--- config.mk ---
export PLATFORM = sky130hd
export DESIGN_NAME = imem_fetch_stage
export DESIGN_NICKNAME = d
export VERILOG_FILES = /design/src/rtl/imem_fetch_stage.sv
export SDC_FILE = /design/constraint.sdc
export NUM_CORES = 2
export LEC_CHECK = 0
export CAP_MARGIN = 10
export CORE_MARGIN = 2
export CORE_UTILIZATION = 33
export CTS_CLUSTER_SIZE = 25
export DETAILED_ROUTE_END_ITERATION = 16
export PLACE_DENSITY_LB_ADDON = 0.08
export SKIP_LAST_GASP = 1
export SYNTH_ARGS = -nofsm -noshare
export SYNTH_HDL_FRONTEND = slang
export SYNTH_SLANG_ARGS = --single-unit
--- constraint.sdc ---
create_clock -name clk -period 5.3 [get_ports clk]
set_clock_uncertainty 0.2 [all_clocks]
set_input_delay 1.06 -clock clk [delete_from_list [all_inputs] [get_ports clk]]
set_output_delay 1.06 -clock clk [all_outputs]
set_load 0.02 [all_outputs]
--- src/rtl/imem_fetch_stage.sv ---
// imem_fetch_stage: writable instruction memory with a one-cycle registered
// fetch stage and combinational field decode of the returned word.
// Programs are loaded word by word through the prog_* port. Fetches use a
// valid/ready handshake and return their result on the following cycle.
module imem_fetch_stage #(
  parameter int ADDR_W     = 6,
  parameter int REG_ADDR_W = 4,
  parameter int XLEN       = 32
) (
  input  logic                  clk,
  input  logic                  rst_n,
  input  logic                  prog_we,
  input  logic [ADDR_W-1:0]     prog_addr,
  input  logic [31:0]           prog_data,
  input  logic                  fetch_valid,
  output logic                  fetch_ready,
  input  logic [XLEN-1:0]       pc_in,
  input  logic                  flush,
  output logic                  out_valid,
  input  logic                  out_ready,
  output logic [XLEN-1:0]       out_pc,
  output logic [31:0]           instr,
  output logic [5:0]            opcode,
  output logic [5:0]            funct,
  output logic [REG_ADDR_W-1:0] rs,
  output logic [REG_ADDR_W-1:0] rt,
  output logic [REG_ADDR_W-1:0] rd,
  output logic [XLEN-1:0]       imm_signed,
  output logic [XLEN-1:0]       jmp_signed,
  output logic                  fetch_err
);

  localparam int DEPTH = 2 ** ADDR_W;

  logic [31:0]       mem [DEPTH];
  logic              accept;
  logic              misaligned;
  logic              out_of_range;
  logic [XLEN-3:0]   word_idx;
  logic [ADDR_W-1:0] rd_addr;
  logic [31:0]       fetch_word;
  logic              fetch_bad;

  // Program load port; the array is deliberately left out of reset so a
  // loaded program survives a core reset.
  always_ff @(posedge clk) begin
    if (prog_we) begin
      mem[prog_addr] <= prog_data;
    end
  end

  // A load, a flush or a held result all block new fetches. Because a load
  // blocks the fetch in the same cycle, a read never races a write.
  assign fetch_ready = rst_n & ~prog_we & ~flush & (~out_valid | out_ready);
  assign accept      = fetch_valid & fetch_ready;

  // The pc is a byte address: the low two bits must be zero and the word
  // index must land inside the array, otherwise the fetch returns a NOP.
  assign word_idx     = pc_in[XLEN-1:2];
  assign rd_addr      = pc_in[ADDR_W+1:2];
  assign misaligned   = |pc_in[1:0];
  assign out_of_range = (word_idx >= (XLEN-2)'(DEPTH));
  assign fetch_bad    = misaligned | out_of_range;

  // Select the word to capture, forcing a NOP (all zeros) on a bad address.
  always_comb begin
    fetch_word = 32'h0;
    if (!fetch_bad) begin
      fetch_word = mem[rd_addr];
    end
  end

  // Output stage: flush beats hold, an accept refills the stage, and a
  // consumed result with nothing behind it simply drops valid while the
  // data registers keep their last value.
  always_ff @(posedge clk) begin
    if (!rst_n) begin
      out_valid <= 1'b0;
      out_pc    <= '0;
      instr     <= 32'h0;
      fetch_err <= 1'b0;
    end else if (flush) begin
      out_valid <= 1'b0;
    end else if (accept) begin
      out_valid <= 1'b1;
      out_pc    <= pc_in;
      instr     <= fetch_word;
      fetch_err <= fetch_bad;
    end else if (out_valid && out_ready) begin
      out_valid <= 1'b0;
    end
  end

  // Field decode is pure wiring off the registered instruction, so every
  // field is as stable as instr itself during a hold.
  assign opcode     = instr[31:26];
  assign funct      = instr[5:0];
  assign rs         = instr[21 +: REG_ADDR_W];
  assign rt         = instr[16 +: REG_ADDR_W];
  assign rd         = instr[11 +: REG_ADDR_W];
  assign imm_signed = {{(XLEN-16){instr[15]}}, instr[15:0]};
  assign jmp_signed = {{(XLEN-26){1'b0}}, instr[25:0]};

endmodule

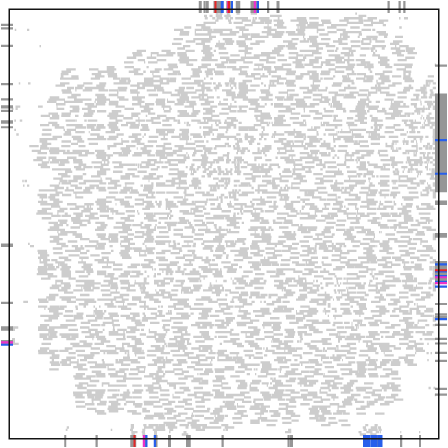
*I/O pins on the die edge*
Pins as bars across the die edge, other pins in grey.
port	colour	pins	direction	edge
`rt`	red	4	output	2 top, 1 right, 1 bottom
`funct`	magenta	6	output	2 top, 2 right, 1 left, 1 bottom
`imm_signed`	blue	32	output	19 bottom, 8 right, 4 top, 1 left

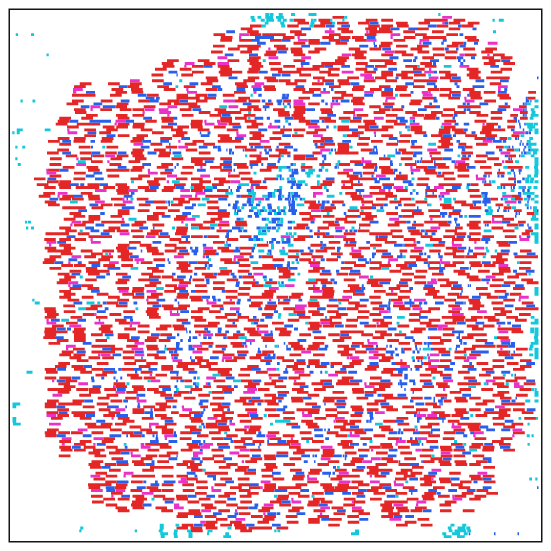
*Cell classes on the final placement*
class	colour	cells	share of their area
registers	red	2114	68%
clock drivers and dummy loads	magenta	427	8.0%
remaining buffers and delay cells	cyan	496	5.2%
remaining logic cells	blue	1405	19%
Core Area: 245500 um2
sequential share of cell area: 65.33%
row count: 182
Final Util: 39.17%
Final Instance Area: 96150 um2

==> run_results.csv <==
group,metric,value,unit
logic_synthesis,syn_area,81380,um2
final_timing,max_slew.worst_pin.slew,1.248,ns
power,p_leak,0.03010,uW
logic_synthesis,avgSynthCellArea,21.35,um2
logic_synthesis,edf_count,2048,
logic_synthesis,flop_cell,"edfxtp_1",
routing,met3RoutedLength,12890,um
logic_synthesis,ys_area,81380,um2
power,ir_worst_vdd,0.3760,mV
die,num_io_pins,231,
final_timing,maxSlewViolCount,0,
layout,largestRegisters,"mem: 2048 flops, instr: 32 flops, out_pc: 32 flops",
die,chipArea,250600,um2
logic_synthesis,aoi_share,2.944,%
clock_network,cts_max_path_buffers,3,
layout,final_cells,7664,
power,power.largest_group,"registers",
global_route,antenna_found_initial,20,
power,total_power,36020,uW
layout,buf_share,5.007,%
setup_path,path_class,"in2out",
global_route,grt_max_degree,65,
die,dieHeight,500.6,um
power,p_sw,7850,uW
layout,area_growth,18.15,%
routing,ant_nets,0,
layout,top_register,"mem",
min_path,holdCritPathClass,"reg2reg",
clock_network,numCtsBuffers,228,
logic_synthesis,synth-async-reset-ratio,0,%
clock_network,cts_tree,"built",
logic_synthesis,ys.warnings.count,0,
layout,fillCellCount,22053,
layout,logic_gate_count,1402,
routing,drt_pass1_iterations,5,
clock_network,clock-root-buffer,"clkbuf_16",
layout,final_common_cell,"edfxtp_1",
routing,num_vias,40901,
routing,route.top_layer_used,"met5",
clock_network,hold_buffers,0,
setup_path,crit_start,"prog_we",
placed_design,dp_hpwl,162300,um
routing,met2WireLength,128300,um
power,internal-power,28170,uW
layout,combGateArea,17120,um2
clock_network,ctsHtreeMaxLevel,4,
final_timing,hold_ws,0.2528,ns
final_timing,max_freq,231.3,MHz
setup_path,worst-path-max-fanout,8,
routing,drt-met1-wl,119600,um
layout,n_antenna_cell,2,
setup_path,r2r_cells,6,
final_timing,finalSetupViolCount,0,
power,seq-power,18500,uW
placed_design,dpl-instance-area,88800,um2
final_timing,min_period,4.323,ns
layout,largest_reg_flops,2048,
logic_synthesis,logic_family,"multiplexers",
logic_synthesis,postSynthCellCount,3811,
global_route,grt_pass1_wl,363600,um
run,tool_warnings,27,
routing,drt-total-wl,266400,um
placed_design,gp_congestion,0.7884,
min_path,whs_endpoint,"out_pc[27]",
power,comb_power_share,5.1,%
setup_path,required,4.04,ns
logic_synthesis,yosys-mux-area-fraction,14.97,%
die,floorplan.tapcells,3220,
global_route,grt_pass1_vias,41566,
run,cap_violations,0,
logic_synthesis,fa_ha_area_share,0,%
power,power_frac_seq,51.3,%
final_timing,rsz0062_at_grt,"no",
setup_path,critPathCaptureType,"primary output",
layout,largest_class,"sequential cells",
global_route,gr-total-overflow,0,
setup_path,endpoint,"fetch_ready",
power,switching_share,21.79,%
logic_synthesis,ys_seq_share,77.19,%
setup_path,worst_setup_path_start_kind,"input pin",
die,initial_utilization,33.15,%
logic_synthesis,simple_gate_share,2.434,%
clock_network,post_cts_buffers,0,
clock_network,cts_resized,0,
logic_synthesis,ys_sh_xor,0,%
layout,layout.nets,4321,
routing,drc,0,
setup_path,r2r_start,"out_valid",
logic_synthesis,synth_cell_type_count,59,
logic_synthesis,ys_cells,3811,
layout,clock_buffers,297,
layout,layout-drive-gt1-share,26.81,%
layout,clock_area_share,7.647,%
final_timing,timing.final.hold_violations,0,
clock_network,cts_sinks,2114,
power,p_per_area,374.6,nW/um2
layout,sh_comb_area,17.80,%
layout,mostFrequentLayoutCells,"2048 x edfxtp_1, 468 x mux4_2, 233 x clkbuf_16",
final_timing,max_slew_margin,16.82,%
power,comb-power,1840,uW
layout,seq_area,62820,um2
min_path,hold_depth,2,
logic_synthesis,ys_ff,2114,
layout,inverters,3,
final_timing,period_used_share,81.56,%
routing,drtIter0Drc,4521,
placed_design,dp.cells,7235,
global_route,grt.busiest_layer,"met2",
final_timing,tns,0,ns
layout,signal_buffers,496,
clock_network,clk_pin_slew_worst_paths,0.06,ns
outcome,outcome,"complete, no violations",
setup_path,r2r-end,"instr[21]",
layout,n_sequential_cell,2114,
routing,via_per_inst,5.337,
placed_design,port_buffers,224,
setup_path,cp.arrival,3.06,ns
min_path,hold_start,"out_pc[27]",
die,die_w,500.6,um
global_route,grt_usage,21.19,%
setup_path,r2r_slack,2.20,ns
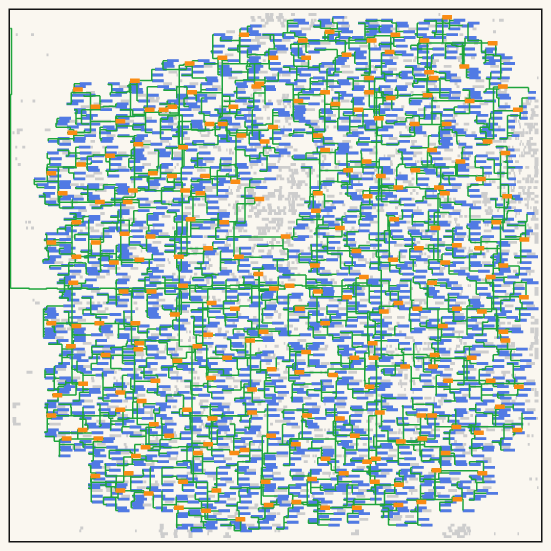
*Routed clock nets over the placement*
[flip-flops] blue | count: 2114
[clock-net drivers] orange | count: 228
[clock wires] green | length: 27.4 mm
routed clock nets	229
clock group power: 15700 uW
worst skew pair latency: 0.87 ns
Clk pwr share: 43.6%

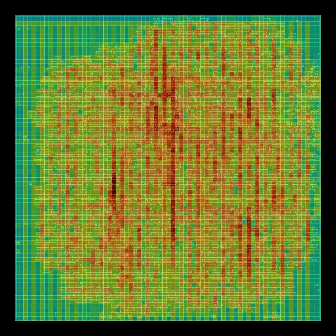
*Routing congestion*
met3 Usage GRT: 2.915%
met1 GRT Util: 30.14%
global-route met2 utilization: 34.56%
drt wl/cell: 34.76 um

-- per-stage QoR --
| stage | setup WS [ns] | util [%] |
|---|---|---|
| global placement | 0.4538 | 36.17 |
| CTS | 1.011 | 39.17 |
| floorplan | 0.8542 | - |
| global route | 0.9291 | 39.17 |
| detailed placement | 0.4750 | 36.17 |
| finish | 0.9773 | 39.17 |
-- logic make-up after synthesis --
kind of cell / count (synthesis)
multiplexers: 624
AND-OR/OR-AND: 330
buffers and inverters: 300
AND/OR/NAND/NOR: 442
flip-flops: 2114
other: 1
-- critical path, cell delays in order --
cell and delay [ns]:
clkdlybuf4s50_1 0.74, nor2_1 0.39, and3_1 0.22, clkdlybuf4s50_1 0.65
-- cell usage after synthesis, types with 3 or more instances --
library cell	instances	area [um2]
a31oi_1	16	100.1
a211oi_1	19	142.6
nand2_1	193	724.4
a2111oi_0	5	43.79
buf_4	138	1036
o311ai_0	5	43.79
o221ai_1	7	61.31
mux4_2	468	10540
mux4_1	4	105.1
o2111ai_1	3	26.28
buf_6	19	214.0
nor4_1	10	62.56
buf_8	9	135.1
and2_1	7	43.79
a221o_1	7	70.07
nand4_1	15	93.84
a22o_1	7	61.31
nand3_1	44	220.2
clkbuf_1	59	221.5
o21ai_0	26	130.1
dfxtp_1	66	1321
a22oi_1	73	548.0
nor2b_1	20	125.1
a211o_1	4	35.03
and3_1	6	37.54
nand3b_1	3	22.52
nor3_1	9	45.04
buf_1	9	33.78
or3_1	8	50.05
a21oi_1	50	250.2
o22ai_1	31	193.9
edfxtp_1	2048	61500
a41oi_1	4	35.03
a221oi_1	35	306.5
a32o_1	15	150.1
buf_2	60	300.3
nand2b_1	17	106.4
a32oi_1	10	87.58
nor2_1	100	375.4
mux2i_1	142	1421
a311oi_1	7	61.31
mux2_2	10	112.6
Power and IR drop assume default switching activity.
